===== src/rtl/wb_pkg.sv =====
// Shared types and helpers for the writeback queue.
//   WB_XLEN / WB_RW : data and register-address widths of a queue entry
//   wb_entry_t      : one pending writeback (valid, destination, data)
//   sext_word()     : sign-extends the low 32 bits of a result to WB_XLEN
package wb_pkg;

    localparam int unsigned WB_XLEN = 64;
    localparam int unsigned WB_RW   = 5;

    typedef struct packed {
        logic               valid;
        logic [WB_RW-1:0]   rd;
        logic [WB_XLEN-1:0] data;
    } wb_entry_t;

    function automatic logic [WB_XLEN-1:0] sext_word(input logic [WB_XLEN-1:0] value);
        return {{(WB_XLEN - 32){value[31]}}, value[31:0]};
    endfunction

endpackage


===== src/rtl/wb_fwd_lookup.sv =====
// Combinational forwarding search over the pending writeback entries.
// Scans from the youngest slot (tail-1) backwards; the first valid entry whose
// destination matches rs wins. Slots outside the live window have valid=0, so
// the scan needs no occupancy input.
//   entries : registered queue storage
//   tail    : next write slot (youngest entry lives at tail-1)
//   rs      : register being looked up; x0 never hits
//   hit     : a pending entry writes rs
//   data    : data of the youngest matching entry, zero on a miss
module wb_fwd_lookup
    import wb_pkg::*;
#(
    parameter int unsigned DEPTH = 4
) (
    input  wb_entry_t                  entries [DEPTH],
    input  logic [$clog2(DEPTH)-1:0]   tail,
    input  logic [WB_RW-1:0]           rs,
    output logic                       hit,
    output logic [WB_XLEN-1:0]         data
);

    localparam int unsigned PW = $clog2(DEPTH);

    logic [PW-1:0] idx;

    always_comb begin
        hit  = 1'b0;
        data = '0;
        idx  = '0;
        for (int i = 0; i < DEPTH; i++) begin
            idx = tail - PW'(i + 1);
            if (!hit && (rs != '0) && entries[idx].valid && (entries[idx].rd == rs)) begin
                hit  = 1'b1;
                data = entries[idx].data;
            end
        end
    end

endmodule


===== src/rtl/wb_queue.sv =====
// In-order writeback queue between the base integer EU and the register file.
// Buffers up to DEPTH results, sign-extends W-op results on entry, drains one
// entry per cycle to the RF write port and offers a combinational forwarding
// lookup over all pending entries.
//   clk, rst_n                        : clock, asynchronous active-low reset
//   eu_valid/eu_ready/eu_rd/eu_word/eu_result : EU result handshake
//   rf_we/rf_ready/rf_waddr/rf_wdata  : RF write port (head of queue)
//   fwd_rs/fwd_hit/fwd_data           : forwarding lookup for stage 2
//   count                             : current occupancy
// Entry widths come from wb_pkg; XLEN and RW must match WB_XLEN and WB_RW.
module wb_queue
    import wb_pkg::*;
#(
    parameter int unsigned DEPTH = 4,
    parameter int unsigned XLEN  = WB_XLEN,
    parameter int unsigned RW    = WB_RW
) (
    input  logic                     clk,
    input  logic                     rst_n,
    input  logic                     eu_valid,
    output logic                     eu_ready,
    input  logic [RW-1:0]            eu_rd,
    input  logic                     eu_word,
    input  logic [XLEN-1:0]          eu_result,
    output logic                     rf_we,
    input  logic                     rf_ready,
    output logic [RW-1:0]            rf_waddr,
    output logic [XLEN-1:0]          rf_wdata,
    input  logic [RW-1:0]            fwd_rs,
    output logic                     fwd_hit,
    output logic [XLEN-1:0]          fwd_data,
    output logic [$clog2(DEPTH):0]   count
);

    localparam int unsigned PW = $clog2(DEPTH);
    localparam int unsigned CW = PW + 1;
    localparam logic [CW-1:0] FULL_CNT = CW'(DEPTH);

    wb_entry_t       entries_q [DEPTH];
    logic [PW-1:0]   head_q, tail_q;
    logic [CW-1:0]   count_q, count_d;
    logic            accept, push, pop;
    logic [XLEN-1:0] store_data;
    wb_entry_t       head_entry;

    // Readiness depends only on occupancy: no pass-through when full.
    assign eu_ready = (count_q < FULL_CNT);
    assign accept   = eu_valid && eu_ready;
    // Writes to x0 are consumed but never occupy a slot.
    assign push     = accept && (eu_rd != '0);
    assign pop      = rf_we && rf_ready;

    assign store_data = eu_word ? sext_word(eu_result) : eu_result;

    always_comb begin
        count_d = count_q;
        case ({push, pop})
            2'b10:   count_d = count_q + CW'(1);
            2'b01:   count_d = count_q - CW'(1);
            default: count_d = count_q;
        endcase
    end

    // Push and pop never target the same slot: that needs count==0 (no pop)
    // or count==DEPTH (no push).
    always_ff @(posedge clk or negedge rst_n) begin
        if (!rst_n) begin
            for (int i = 0; i < DEPTH; i++) begin
                entries_q[i] <= '0;
            end
            head_q  <= '0;
            tail_q  <= '0;
            count_q <= '0;
        end else begin
            if (pop) begin
                entries_q[head_q].valid <= 1'b0;
                head_q                  <= head_q + PW'(1);
            end
            if (push) begin
                entries_q[tail_q] <= '{valid: 1'b1, rd: eu_rd, data: store_data};
                tail_q            <= tail_q + PW'(1);
            end
            count_q <= count_d;
        end
    end

    assign head_entry = entries_q[head_q];
    assign rf_we      = (count_q != '0);
    assign rf_waddr   = rf_we ? head_entry.rd : '0;
    assign rf_wdata   = rf_we ? head_entry.data : '0;
    assign count      = count_q;

    wb_fwd_lookup #(
        .DEPTH (DEPTH)
    ) u_fwd_lookup (
        .entries (entries_q),
        .tail    (tail_q),
        .rs      (fwd_rs),
        .hit     (fwd_hit),
        .data    (fwd_data)
    );

endmodule


===== config.mk =====
export PLATFORM = sky130hd
export DESIGN_NAME = wb_queue
export DESIGN_NICKNAME = d
export VERILOG_FILES = /design/src/rtl/wb_pkg.sv /design/src/rtl/wb_fwd_lookup.sv /design/src/rtl/wb_queue.sv
export SDC_FILE = /design/constraint.sdc
export NUM_CORES = 1
export LEC_CHECK = 0
export ABC_AREA = 1
export CAP_MARGIN = 20
export CORE_MARGIN = 3
export CORE_UTILIZATION = 37
export CTS_BUF_LIST = sky130_fd_sc_hd__clkbuf_2 sky130_fd_sc_hd__clkbuf_4 sky130_fd_sc_hd__clkbuf_8
export CTS_CLUSTER_DIAMETER = 60
export DETAILED_ROUTE_END_ITERATION = 10
export PLACE_DENSITY = 0.65
export SETUP_SLACK_MARGIN = 0.15
export SYNTH_ARGS = -nofsm -noshare
export SYNTH_HDL_FRONTEND = slang
export SYNTH_HIERARCHICAL = 1
export SYNTH_SLANG_ARGS = --single-unit

===== constraint.sdc =====
create_clock -name clk -period 3.31 [get_ports clk]
set_input_delay 0.331 -clock clk [delete_from_list [all_inputs] [get_ports clk]]
set_output_delay 0.331 -clock clk [all_outputs]
set_load 0.01 [all_outputs]

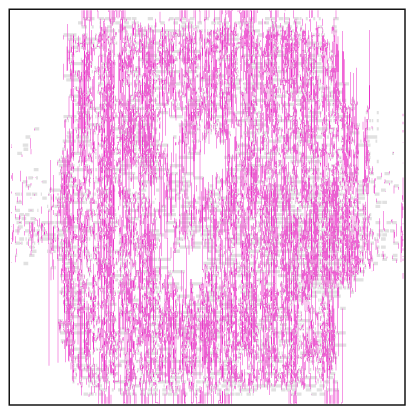
**Above:** metal 2.
(1.5 px per µm) Cells faint in the background.
wire length on this layer: 47.9 mm
longest straight run: 90.3 µm
main direction: vertical
share of all routed wire: 45%

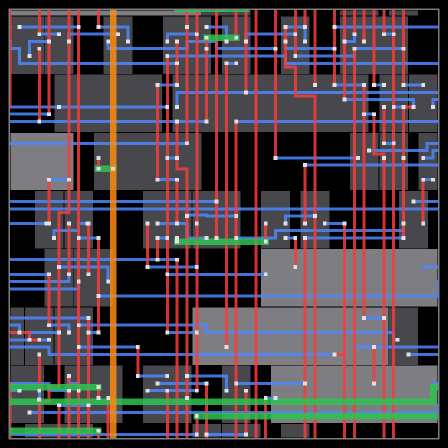
**Above:** a small window of the routed layout.
Region (187, 187) to (207, 207) µm. Cells in gray, sequential cells in the stronger gray; small squares are vias.
| color | layer |
|---|---|
| orange | metal 4 |
| green | metal 3 |
| blue | metal 1 |
| red | metal 2 |
netlist names of flops here include: `entries_q` (3)
most frequent: nand2_1 (13), nand4_1 (5)
sequential cells in the window: 3
cells with their middle in the window: 34

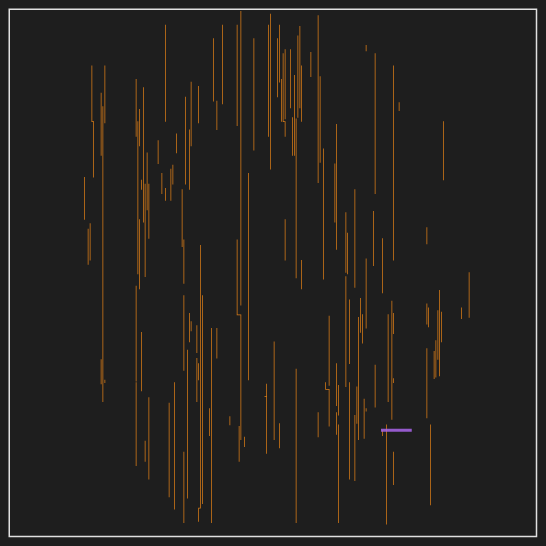
**Above:** routed metal, one color a layer.
(2 px per µm) Only two layers are drawn.
| color | layer | wire length |
|---|---|---|
| purple | metal 5 | 13.8 µm |
| orange | metal 4 | 4760 µm |

==> flow_metrics.tcl <==
# collected from the flow reports
set metrics [dict create \
    crit_slowest_cell "dfrtp_4" \
    edf_count 0 \
    cp_cell_sequence "buf_12, buf_16, nand2_2, nand2_2, buf_4, nand2_1, nand3_1, nand3_2, nor2_4, buf_12, nor2_4, buf_6, buf_12, buf_16, nand3_4, nand3_4, buf_6" \
    firstDrtPassIters 6 \
    most_common_cell "nand2_1" \
    cts_made_buffers 52 \
    synth_stat.cells 4087 \
    die-area_um2 69100 \
    seq_cells 287 \
    dp_hpwl_mm 59.7 \
    ys_warn_count 6 \
    drtIter0Drc 3623 \
    post_cts_buffers 34 \
    hp-class "in -> async" \
    status "finished with violations" \
    maxSlewHeadroom_pct 29.4 \
    top_layer_used "met5" \
    intPower_uw 16600 \
    final_area_um2 31300 \
    n_all_buffers 416 \
    start_kind "flop" \
    holdWs_ns 0.295 \
    regToRegSetupSlack_ns 0.31 \
    finalSetupViolations 65 \
    met1_length_mm 43.2 \
    ys.flops 287 \
    final.setup.worst_slack_ns -0.198 \
    busiest_layer "met2" \
    logic_gates 2967 \
    syn_nets 4176 \
    max_freq_ghz 0.285 \
    violations "negative setup slack" \
    tritoncts_num_sinks 287 \
    endpoint "fwd_data[1]" \
    biggestCellCategory "combinational gates" \
    path_delay_family "buffers and inverters" \
    hold_viol_final 0 \
    synthTopCellsByArea "dfrtp_1 29%, nand2_1 21%, o21ai_0 12%" \
    cp_num_buf_inv 8 \
    largest_reg_flops 280 \
    synth_top_area_share_pct 29.4 \
    nNetsFinal 4279 \
    clkbuf_count 84 \
    num_vias 29093 \
    rsz0062_at_grt "yes" \
    critPathArrivalTime_ns 3.18 \
    vias_per_cell 5.72 \
    final_cells 5088 \
    row_count 93 \
]
